File: src/rtl/secure_tdr.sv
// rtl/secure_tdr.sv - CRC-protected scan test data register with checked parallel update
// Frames are WIDTH data bits (LSB first) followed by a CRC-8/0x07 sent MSB first.
module secure_tdr #(
    parameter int              WIDTH     = 128,
    parameter logic [WIDTH-1:0] RESET_VAL = '0
) (
    input  logic             tck,
    input  logic             reset_n,
    input  logic             tdi,
    input  logic             capture_en,
    input  logic             shift_en,
    input  logic             update_en,
    input  logic [WIDTH-1:0] from_core,
    output logic [WIDTH-1:0] to_core,
    output logic             tdo,
    output logic             crc_ok,
    output logic             update_done,
    output logic             update_err,
    output logic             err_sticky
);

    localparam int             CW   = $clog2(WIDTH + 10);
    localparam logic [CW-1:0]  FULL = CW'(WIDTH + 8);
    localparam logic [CW-1:0]  OVER = CW'(WIDTH + 9);

    logic [WIDTH+7:0] sr;
    logic [CW-1:0]    count;
    logic [7:0]       crc;
    logic [7:0]       cap_crc;
    logic [7:0]       cap_sig;

    function automatic logic [7:0] crc8_step(input logic [7:0] c, input logic b);
        logic fb;
        fb = c[7] ^ b;
        return {c[6:0], 1'b0} ^ (fb ? 8'h07 : 8'h00);
    endfunction

    // Signature of the captured word, computed in the same order the bits leave tdo.
    always_comb begin
        cap_crc = 8'h00;
        for (int i = 0; i < WIDTH; i++) begin
            cap_crc = crc8_step(cap_crc, from_core[i]);
        end
        cap_sig = '0;
        for (int i = 0; i < 8; i++) begin
            cap_sig[i] = cap_crc[7-i];
        end
    end

    assign crc_ok = (count == FULL) && (crc == 8'h00);
    assign tdo    = sr[0];

    always_ff @(posedge tck) begin
        if (!reset_n) begin
            sr          <= '0;
            count       <= '0;
            crc         <= 8'h00;
            to_core     <= RESET_VAL;
            update_done <= 1'b0;
            update_err  <= 1'b0;
            err_sticky  <= 1'b0;
        end else begin
            update_done <= 1'b0;
            update_err  <= 1'b0;
            if (capture_en) begin
                sr         <= {cap_sig, from_core};
                count      <= '0;
                crc        <= 8'h00;
                err_sticky <= 1'b0;
            end else if (shift_en) begin
                sr  <= {tdi, sr[WIDTH+7:1]};
                crc <= crc8_step(crc, tdi);
                if (count != OVER) begin
                    count <= count + 1'b1;
                end
            end else if (update_en) begin
                count <= '0;
                crc   <= 8'h00;
                if (crc_ok) begin
                    to_core     <= sr[WIDTH-1:0];
                    update_done <= 1'b1;
                end else begin
                    update_err <= 1'b1;
                    err_sticky <= 1'b1;
                end
            end
        end
    end

endmodule
File: config.mk
export PLATFORM = sky130hd
export DESIGN_NAME = secure_tdr
export DESIGN_NICKNAME = d
export VERILOG_FILES = /design/src/rtl/secure_tdr.sv
export SDC_FILE = /design/constraint.sdc
export NUM_CORES = 1
export LEC_CHECK = 0
export ABC_AREA = 1
export CAP_MARGIN = 20
export CELL_PAD_IN_SITES_DETAIL_PLACEMENT = 0
export CELL_PAD_IN_SITES_GLOBAL_PLACEMENT = 2
export CORE_UTILIZATION = 32
export CTS_CLUSTER_DIAMETER = 30
export DETAILED_ROUTE_END_ITERATION = 6
export HOLD_SLACK_MARGIN = 0.06
export PLACE_DENSITY = 0.88
export SLEW_MARGIN = 40
export SYNTH_ARGS = -nofsm -noshare
export SYNTH_HDL_FRONTEND = slang
export SYNTH_SLANG_ARGS = --single-unit
export TNS_END_PERCENT = 20
File: constraint.sdc
create_clock -name tck -period 11.2 [get_ports tck]
set_input_delay 2.24 -clock tck [delete_from_list [all_inputs] [get_ports tck]]
set_output_delay 2.24 -clock tck [all_outputs]
set_load 0.05 [all_outputs]
Figure 1. Zoomed window.
Region (97, 144) to (137, 184) um. Cells in grey, sequential cells in the stronger grey; small squares are vias.
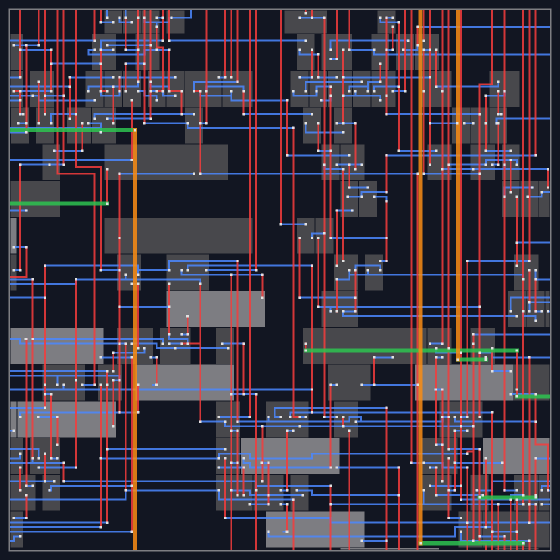
[blue] M1
[orange] M4
[green] M3
[red] M2
most frequent: nand2_1 (26), nand3_1 (15), inv_1 (13)
netlist names of flops here include: `sr` (8)
cells with their middle in the window: 98
sequential cells in the window: 8

Figure 2. Selected gate families.
(2 px per um)
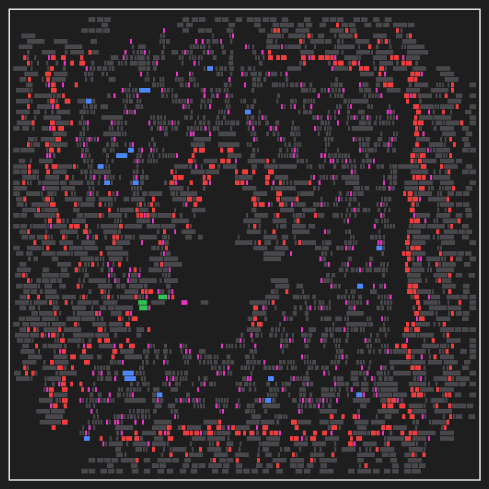
[green] fa/ha/maj cells | cells: 3 | most used: ha_1
[red] aoi and oai cells | cells: 419 | most used: o21ai_0 | where: widely spread
[blue] xor and xnor cells | cells: 18
[magenta] inv cells | cells: 314 | most used: inv_1 | where: widely spread

==> flow_metrics.tcl <==
# place-and-route summary
set metrics [dict create \
    outcome "complete, no violations" \
    ff_type "dfxtp_1" \
    boundaryPins 267 \
    cp-end-kind "flip-flop" \
    yosysCellCount 2706 \
    drive_gt1_frac 0.143 \
    ys_area_um2 17300 \
    postSynthSeqShare 0.327 \
    max_freq_mhz 101 \
    syn-instance-count 2706 \
    fin_skew_ps 37.1 \
    routed_wl_um 61100 \
    grt_max_degree 109 \
    top_cell "nand2_1" \
    coreArea_um2 53000 \
    yosys-top-cells-count "nand2_1 (666), dfxtp_1 (283), nor2_1 (282), nand3_1 (270), inv_1 (254)" \
    pre_cts_ws_ps 682 \
    fp_util 0.327 \
    ctsResizeCount 0 \
    clock-root-buffer "clkbuf_16" \
    final_core_util 0.438 \
    cts_max_path_buffers 3 \
    finalCritPeriodShare 0.882 \
    crit_type "in2reg" \
    synthArstFlopShare 0 \
    enable_flop_cells 0 \
    ys_ff 283 \
    yosys_warnings 0 \
    place.gp.congestion 0.855 \
    chip_area_um2 55000 \
    hold_buffers 0 \
    register_area_um2 5670 \
    final-max-slew-violation-count 0 \
    vias 18500 \
    crit_required_ps 11720 \
    cp_slowest_cell "clkdlybuf4s50_1" \
    mi_logic_area_um2 10000 \
    grtUsageTotal 0.219 \
    ys_types 39 \
    area_leaders "dfxtp_1 (33%), nand2_1 (14%), nand3_1 (7.8%)" \
    cpMostUsedCell "nand2_1" \
    grt_pass1_vias 17900 \
    syn_area_um2 17300 \
    setup_viol 0 \
    dieHeight_um 235 \
    antenna_found_initial 0 \
    yosys.area.top_type "dfxtp_1" \
    drv_cap 0 \
    hp-class "reg2reg" \
    clkLatencyLatePin_ps 600 \
    fin_crit_ps 9880 \
    dp_cells 3554 \
    ant_nets 0 \
    areaGrowthSynthToFinish_pct 34.0 \
    clkSlewWorstSetupHoldPaths_ps 40 \
    syn_area_per_cell_um2 6.40 \
    setup_ws_ps 1320 \
    numCtsBuffers 73 \
    final-hold-violation-count 0 \
    diodes 0 \
    placed_area_um2 20500 \
    startpoint_type "primary input" \
    die_x_um 235 \
    portBuffers 266 \
    viasPerCell 5.02 \
    cts_setup_buffers 0 \
    top_cell_area_share 0.327 \
    grt_setup_unrepaired "no" \
    dr.pass1.iters 5 \
    instances_no_fill 3688 \
    htree_levels 3 \
    critical_path_arrival_ps 10400 \
    final_area_um2 23200 \
    whs_ps 470 \
    fp-row-count 84 \
    fill_cells 5551 \
    grt_overflow 0 \
    worstMarginPinSlew_ps 802 \
    nets 3078 \
    cts.sinks 283 \
    slowest_delay_ps 680 \
    path_max_fanout 7 \
    drtIter0Drc 1074 \
    route.detailed.drc 0 \
    synth_nets 2843 \
    maxSlewHeadroom 0.460 \
    grt_pass1_wl_um 97700 \
    dp_hpwl_um 44200 \
    warning_count 32 \
    tritoncts "built" \
    fin_setup_tns_ps 0 \
    wl_per_cell_um 16.6 \
]
final cells by class:
type,count,area share
tap,688,0.0371
clock buffer,91,0.0872
clock inverter,43,0.0288
multi-input combinational,1990,0.432
inverter,314,0.0510
timing repair buffer,279,0.119
sequential,283,0.244
flip-flops by register name, summed over array words and instances, names as in the netlist:
name / cells
err_sticky: 1
update_err: 1
crc: 8
sr: 136
count: 8
to_core: 128
update_done: 1
final timing paths:
path,startpoint,endpoint,slack (ps),cells past startpoint
hold reg to reg,sr[132],sr[132],470,2
hold / removal,sr[132],sr[132],470,2
setup reg to reg,count[4],to_core[102],7670,7
setup / recovery,from_core[4],sr[135],1320,74
kinds of logic (layout without fill, tap and decap cells):
group	after synthesis	after routing	synth area share
buffers and inverters	433	727	0.0949
and+or+nand+nor	1548	1548	0.415
xor gates and xnor gates	18	18	0.0108
adders and majority gates	3	3	0.00217
AOI/OAI and AO/OA	421	421	0.150
DFF	283	283	0.327
critical path: cells and delay by family:
family                    cells  cell delay, ps
AOI/OAI and AO/OA             2             220
xor gates and xnor gates      1             210
buffers and inverters         4             910
and+or+nand+nor              67            6780
cells in the final DEF, fill, tap and decap left out, types with 22 or more instances in the layout:
master           synthesis  final
nor3_1                  68     67
dfxtp_1                283    283
inv_1                  254    251
nor2_1                 282    281
clkdlybuf4s50_1          0    263
clkbuf_16                0     73
nand2_1                666    666
a211oi_1                65     65
nand3_2                 34     34
inv_2                   59     61
a21oi_1                 22     22
o21ai_0                199    199
o221ai_1                64     64
nand3b_1                30     30
nand3_1                270    269
nand2_2                155    155
a31oi_1                 65     65
metal layers:
metal	track usage	wire [um]
met1	0.288	28600
met2	0.365	28100
met3	0.0409	3320
met4	0.0628	1060
met5	0	0
